===== src/rtl/tim1_cnt_core.sv =====
// tim1_cnt_core: TIM1 time-base and capture/compare-1 engine.
//
// Runs a prescaled up/down counter against an auto-reload value (ARR) and the
// channel-1 compare value (CCR1). Produces registered one-cycle load strobes for
// the UIF and CC1IF status flags, plus the registered channel-1 PWM output.
//
// Ports:
//   clk          timer kernel clock
//   rst_isr      asynchronous active-high reset
//   cen          counter enable (level)
//   dir          0 = up-count, 1 = down-count
//   opm          one-pulse mode: stop counting on the update event
//   arpe         ARR preload enable
//   ug           software update generation (one-cycle pulse)
//   wr_psc       write strobe, prescaler preload
//   wr_arr       write strobe, auto-reload preload
//   wr_ccr1      write strobe, compare value
//   wr_cnt       write strobe, counter (no update event)
//   wdata        bus write data
//   cnt          current counter value
//   run          counter active
//   ld_sr_uif    update-event strobe to UIF
//   ld_sr_cc1if  compare-match strobe to CC1IF
//   i_uif        UIF flag data (constant 1)
//   i_cc1if      CC1IF flag data (constant 1)
//   oc1          channel-1 PWM output

module tim1_cnt_core #(
    parameter int unsigned    W       = 16,
    parameter logic [W-1:0]   RST_ARR = 16'hFFFF
) (
    input  logic         clk,
    input  logic         rst_isr,
    input  logic         cen,
    input  logic         dir,
    input  logic         opm,
    input  logic         arpe,
    input  logic         ug,
    input  logic         wr_psc,
    input  logic         wr_arr,
    input  logic         wr_ccr1,
    input  logic         wr_cnt,
    input  logic [W-1:0] wdata,
    output logic [W-1:0] cnt,
    output logic         run,
    output logic         ld_sr_uif,
    output logic         ld_sr_cc1if,
    output logic         i_uif,
    output logic         i_cc1if,
    output logic         oc1
);

    typedef enum logic [1:0] {
        StIdle,
        StRun,
        StOpmStop
    } state_e;

    state_e       state_q, state_d;
    logic [W-1:0] psc_pre_q, psc_pre_d;
    logic [W-1:0] psc_sh_q, psc_sh_d;
    logic [W-1:0] arr_pre_q, arr_pre_d;
    logic [W-1:0] arr_sh_q, arr_sh_d;
    logic [W-1:0] ccr1_q, ccr1_d;
    logic [W-1:0] psc_cnt_q, psc_cnt_d;
    logic [W-1:0] cnt_q, cnt_d;
    logic         uif_q, uif_d;
    logic         cc1if_q, cc1if_d;
    logic         oc1_q, oc1_d;

    logic         tick;
    logic         uev;

    always_comb begin
        tick      = (state_q == StRun) && (psc_cnt_q == psc_sh_q);

        // Prescaler only advances while running; ug restarts it from any state.
        psc_cnt_d = psc_cnt_q;
        if (state_q == StRun) begin
            psc_cnt_d = tick ? '0 : psc_cnt_q + 1'b1;
        end
        if (ug) begin
            psc_cnt_d = '0;
        end

        // Counter next value, priority ug > wr_cnt > tick.
        cnt_d = cnt_q;
        uev   = 1'b0;
        if (ug) begin
            uev   = 1'b1;
            cnt_d = dir ? arr_sh_q : '0;
        end else if (wr_cnt) begin
            cnt_d = wdata;
        end else if (tick) begin
            if (!dir) begin
                if (cnt_q == arr_sh_q) begin
                    cnt_d = '0;
                    uev   = 1'b1;
                end else begin
                    cnt_d = cnt_q + 1'b1;
                end
            end else begin
                if (cnt_q == '0) begin
                    cnt_d = arr_sh_q;
                    uev   = 1'b1;
                end else begin
                    cnt_d = cnt_q - 1'b1;
                end
            end
        end

        // Shadows take the preload's next value so a write coinciding with an
        // update event is captured immediately.
        psc_pre_d = wr_psc ? wdata : psc_pre_q;
        psc_sh_d  = uev ? psc_pre_d : psc_sh_q;
        arr_pre_d = wr_arr ? wdata : arr_pre_q;
        arr_sh_d  = (uev || (wr_arr && !arpe)) ? arr_pre_d : arr_sh_q;
        ccr1_d    = wr_ccr1 ? wdata : ccr1_q;

        uif_d     = uev;
        cc1if_d   = (cnt_d != cnt_q) && (cnt_d == ccr1_q);
        oc1_d     = dir ? (cnt_d <= ccr1_q) : (cnt_d < ccr1_q);

        state_d = state_q;
        unique case (state_q)
            StIdle:    if (cen) state_d = StRun;
            StRun:     if (uev && opm) state_d = StOpmStop;
            StOpmStop: state_d = StOpmStop;
            default:   state_d = StIdle;
        endcase
        if (!cen) begin
            state_d = StIdle;
        end
    end

    always_ff @(posedge clk or posedge rst_isr) begin
        if (rst_isr) begin
            state_q   <= StIdle;
            psc_pre_q <= '0;
            psc_sh_q  <= '0;
            arr_pre_q <= RST_ARR;
            arr_sh_q  <= RST_ARR;
            ccr1_q    <= '0;
            psc_cnt_q <= '0;
            cnt_q     <= '0;
            uif_q     <= 1'b0;
            cc1if_q   <= 1'b0;
            oc1_q     <= 1'b0;
        end else begin
            state_q   <= state_d;
            psc_pre_q <= psc_pre_d;
            psc_sh_q  <= psc_sh_d;
            arr_pre_q <= arr_pre_d;
            arr_sh_q  <= arr_sh_d;
            ccr1_q    <= ccr1_d;
            psc_cnt_q <= psc_cnt_d;
            cnt_q     <= cnt_d;
            uif_q     <= uif_d;
            cc1if_q   <= cc1if_d;
            oc1_q     <= oc1_d;
        end
    end

    assign cnt         = cnt_q;
    assign run         = (state_q == StRun);
    assign ld_sr_uif   = uif_q;
    assign ld_sr_cc1if = cc1if_q;
    assign oc1         = oc1_q;
    assign i_uif       = 1'b1;
    assign i_cc1if     = 1'b1;

endmodule


===== config.mk =====
export PLATFORM = sky130hd
export DESIGN_NAME = tim1_cnt_core
export DESIGN_NICKNAME = d
export VERILOG_FILES = /design/src/rtl/tim1_cnt_core.sv
export SDC_FILE = /design/constraint.sdc
export NUM_CORES = 1
export LEC_CHECK = 0
export ABC_CLOCK_PERIOD_IN_PS = 5270
export CAP_MARGIN = 25
export CELL_PAD_IN_SITES_DETAIL_PLACEMENT = 1
export CELL_PAD_IN_SITES_GLOBAL_PLACEMENT = 2
export CORE_MARGIN = 4
export CORE_UTILIZATION = 38
export CTS_CLUSTER_SIZE = 25
export DETAILED_ROUTE_END_ITERATION = 10
export HOLD_SLACK_MARGIN = 0.05
export PLACE_DENSITY_LB_ADDON = 0.08
export SLEW_MARGIN = 10
export SYNTH_ARGS = -nofsm -noshare
export SYNTH_HDL_FRONTEND = slang
export SYNTH_SLANG_ARGS = --single-unit
export TNS_END_PERCENT = 10

===== constraint.sdc =====
create_clock -name clk -period 5.27 [get_ports clk]
set_input_delay 1.054 -clock clk [delete_from_list [all_inputs] [get_ports clk]]
set_output_delay 1.054 -clock clk [all_outputs]
set_load 0.02 [all_outputs]

==> impl_metrics.json <==
{
  "finalMaxSlewViolations": 0,
  "highest_layer": "met4",
  "antenna_left": 0,
  "clock_net_power_mw": 1.12,
  "fin_crit_sh_pct": 93.6,
  "dp_hpwl_mm": 22.0,
  "comb-power_uw": 779,
  "pre_cts_slack_ns": 0.421,
  "worstPathRequired_ns": 5.61,
  "die_area_mm2": 0.0222,
  "area_growth_pct": 19.2,
  "vias": 6684,
  "seq_area_share_pct": 32.9,
  "grtUsageMet1_pct": 36.5,
  "cts_setup_buffers": 0,
  "openroad.warnings": 29,
  "cts-resized-gates": 0,
  "globalplace.congestion": 0.936,
  "inverters": 42,
  "synthesis.area_mm2": 0.00756,
  "yosysWarnings": 0,
  "crit_slowest_cell": "or4_1",
  "die_x_um": 149,
  "most_common_cell": "dfrtp_1",
  "layout.nonclk_buf_share_pct": 8.58,
  "first_pass_iters": 5,
  "ys_seq_share_pct": 39.3,
  "switching_share_pct": 34.1,
  "post-route-min-period_ns": 4.93,
  "clkPwrFrac_pct": 37.1,
  "core-area_mm2": 0.0195,
  "hold_end": "psc_pre_q[5]$_DFF_PP0_",
  "path_cells": "inv_1 -> ha_1 -> or3b_2 -> or4_1 -> o21ai_0 -> a2bb2oi_1 -> nor2_1 -> a211oi_1 -> o21ai_0 -> ha_1 -> a21o_1 -> a21o_1 -> a21o_1 -> a21oi_1 -> nor2b_1 -> o21ai_0 -> nand2b_1 -> a21oi_1 -> o2bb2ai_1",
  "register_area_mm2": 0.00297,
  "routed-wl-met2_mm": 13.9,
  "fillers": 2266,
  "crit_type": "flop to flop",
  "use_met3_pct": 4.22,
  "async_reset_ff_share_pct": 100,
  "cp_top_family": "AND-OR/OR-AND gates",
  "clock_path_buffers": 2,
  "fin_ws_ns": 0.336,
  "r2r-end": "oc1$_DFF_PP0_",
  "cpPeakStageDelay_ns": 0.70,
  "setup_tns_ns": 0,
  "clock_buffers": 20,
  "cts.sink_count": 117,
  "startpoint": "cnt[1]$_DFF_PP0_",
  "port_buffers": 46,
  "wl_met3_mm": 1.26,
  "root_buffer": "clkbuf_16",
  "postCtsHoldBufs": 0,
  "min-delay-start": "psc_pre_q[5]$_DFF_PP0_",
  "combPwrFrac_pct": 25.8,
  "fp_util_pct": 38.7,
  "edf_count": 0,
  "crit_fanout": 11,
  "cts_tree": "done",
  "grt_pass1_vias": 7049,
  "ys_sh_aoi_pct": 15.0,
  "biggestCellCategory": "logic gates",
  "max_freq_mhz": 203,
  "ys_types": 73,
  "ys_ff": 117,
  "grt_pass1_wl_mm": 44.5,
  "fin_skew_ns": 0.0192,
  "power_frac_seq_pct": 37.1,
  "logic_family": "simple AND/OR/NAND/NOR gates",
  "arrival_ns": 5.28,
  "grt_use_met2_pct": 44.1,
  "comb_cells": 591,
  "top_area_share_pct": 28.1,
  "grt_max_degree": 66,
  "ys_sh_xor_pct": 6.60,
  "ff_type": "dfrtp_1",
  "logic_area_mm2": 0.00422,
  "hold_path_class": "flop to flop",
  "leakagePower_nw": 3.65,
  "synthTopCellsByCount": "dfrtp_1 (85), mux2_2 (68), nand2_1 (68)",
  "synth_cells": 801,
  "ys_sh_mux_pct": 11.9,
  "yosys.area.top_type": "dfrtp_1",
  "status": "finished, final reports clean",
  "start_kind": "flop",
  "finalHoldViolCount": 0,
  "overflow": 0,
  "endpoint_kind": "flop",
  "p_seq_mw": 1.12,
  "drc": 0,
  "rsz0062_at_grt": "false",
  "endpoint": "oc1$_DFF_PP0_",
  "numCtsBuffers": 17,
  "slew_headroom_pct": 42.4,
  "num_io_pins": 49,
  "drt_iter0_markers": 567,
  "simple_gate_share_pct": 18.6,
  "setup_viol": 0,
  "rows": 51,
  "track_usage_pct": 26.9,
  "grt-busiest-layer": "met2",
  "r2r_cells": 19,
  "comb_share_pct": 46.8,
  "lay_top_count": "dfrtp_1",
  "avgRoutedWirePerCell_um": 25.6,
  "insertion_delay_ns": 0.43,
  "worstMarginPinSlew_ns": 0.865,
  "antenna_found_initial": 0,
  "ys_area_mm2": 0.00756,
  "lay_top_cells": "dfrtp_1 (85), nand2_1 (68), mux2_2 (68), o21ai_0 (51), clkdlybuf4s50_1 (46)",
  "power.density_mw_per_mm2": 336,
  "top_power_group": "sequential cells",
  "synth_area_per_cell_um2": 9.44,
  "p_int_mw": 1.99,
  "chipHeight_um": 149,
  "topCellsByArea": "dfrtp_1 (28%), dfstp_2 (11%), mux2_2 (10%), ha_1 (3.6%), xnor2_1 (3.5%)"
}
==> sequential cells by signal, summed over array words and instances, names as in the netlist <==
register and count:
psc_cnt_q 16, arr_sh_q 16, arr_pre_q 16, ccr1_q 16, psc_pre_q 16, psc_sh_q 16
ld_sr_cc1if 1, state_q 2, oc1 1, cnt 16, ld_sr_uif 1
==> metrics by stage <==
stage               hold slack, ns  total power, mW  std cells  area (µm²)  util (%)
global route                 0.511             3.17       1131        9010      46.1
CTS                          0.496             3.03       1130        9000      46.1
finish                       0.491             3.02       1131        9010      46.1
floorplan                    0.469             1.59        802        7560         -
global placement             0.478             1.89       1097        8410      43.1
detailed placement           0.484             1.91       1098        8440      43.2
Figure 1. Drive-strength map.
Drawn at 3 px/µm.
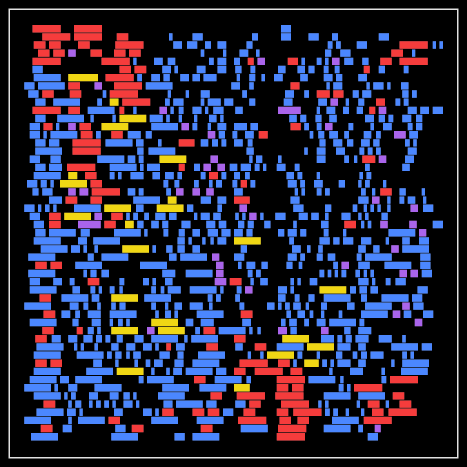
Purple marks x3 and x4, cells 47, share 5.4%. Red marks x2, cells 121, share 14%. Yellow marks x6 and larger, cells 25, share 2.9%. Blue marks x1 and smaller, cells 673, share 78%.

Figure 2. Gate families picked out.
Drawn at 3 px/µm.
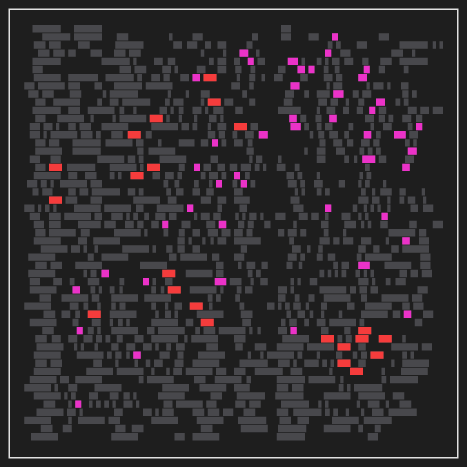
Magenta marks and/or cells, cells 45, most used or4_1. Red marks fa/ha/maj cells, cells 22, most used ha_1.

Figure 3. I/O pins on the die edge.
Drawn at 3 px/µm. Pins as bars across the die edge, other pins in grey.
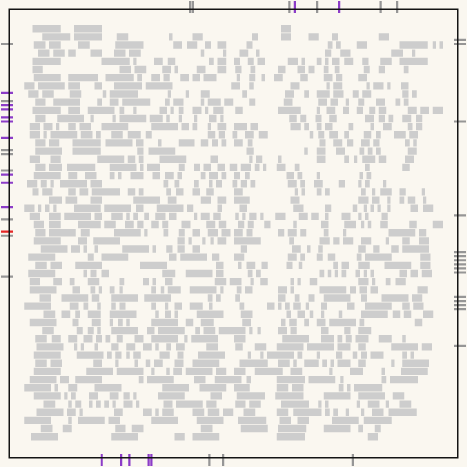
Purple marks wdata, pins 16, direction input, edge 9 west, 5 south, 2 north. Red marks opm, pins 1, direction input, edge west.
All pins by edge: 18 west, 15 east, 8 north, 8 south.

Figure 4. Cell outlines without signal wires.
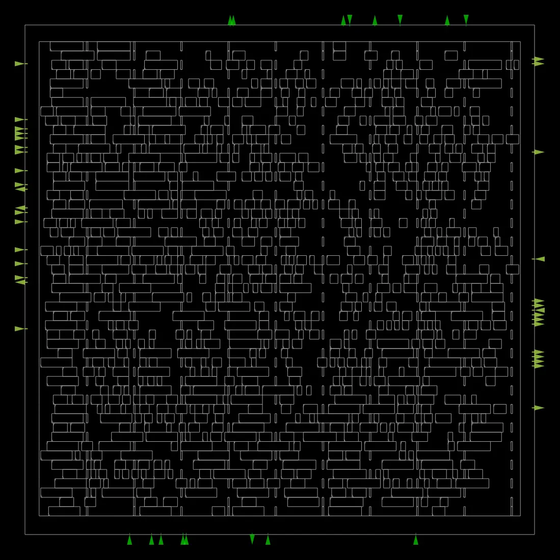
n_taps: 265
Finished Layout Cells: 1,131
seq_cells: 117

Figure 5. Nets reached from selected ports.
Drawn at 2 px/µm.
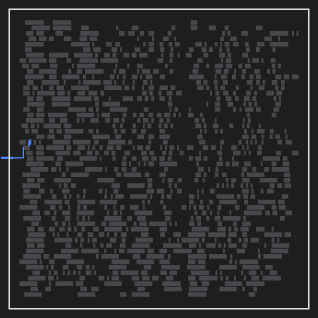
Blue marks opm, bits 1, direction input, end cells 1, buffers 1, wire 13.8 µm.

Power and IR drop assume default switching activity.
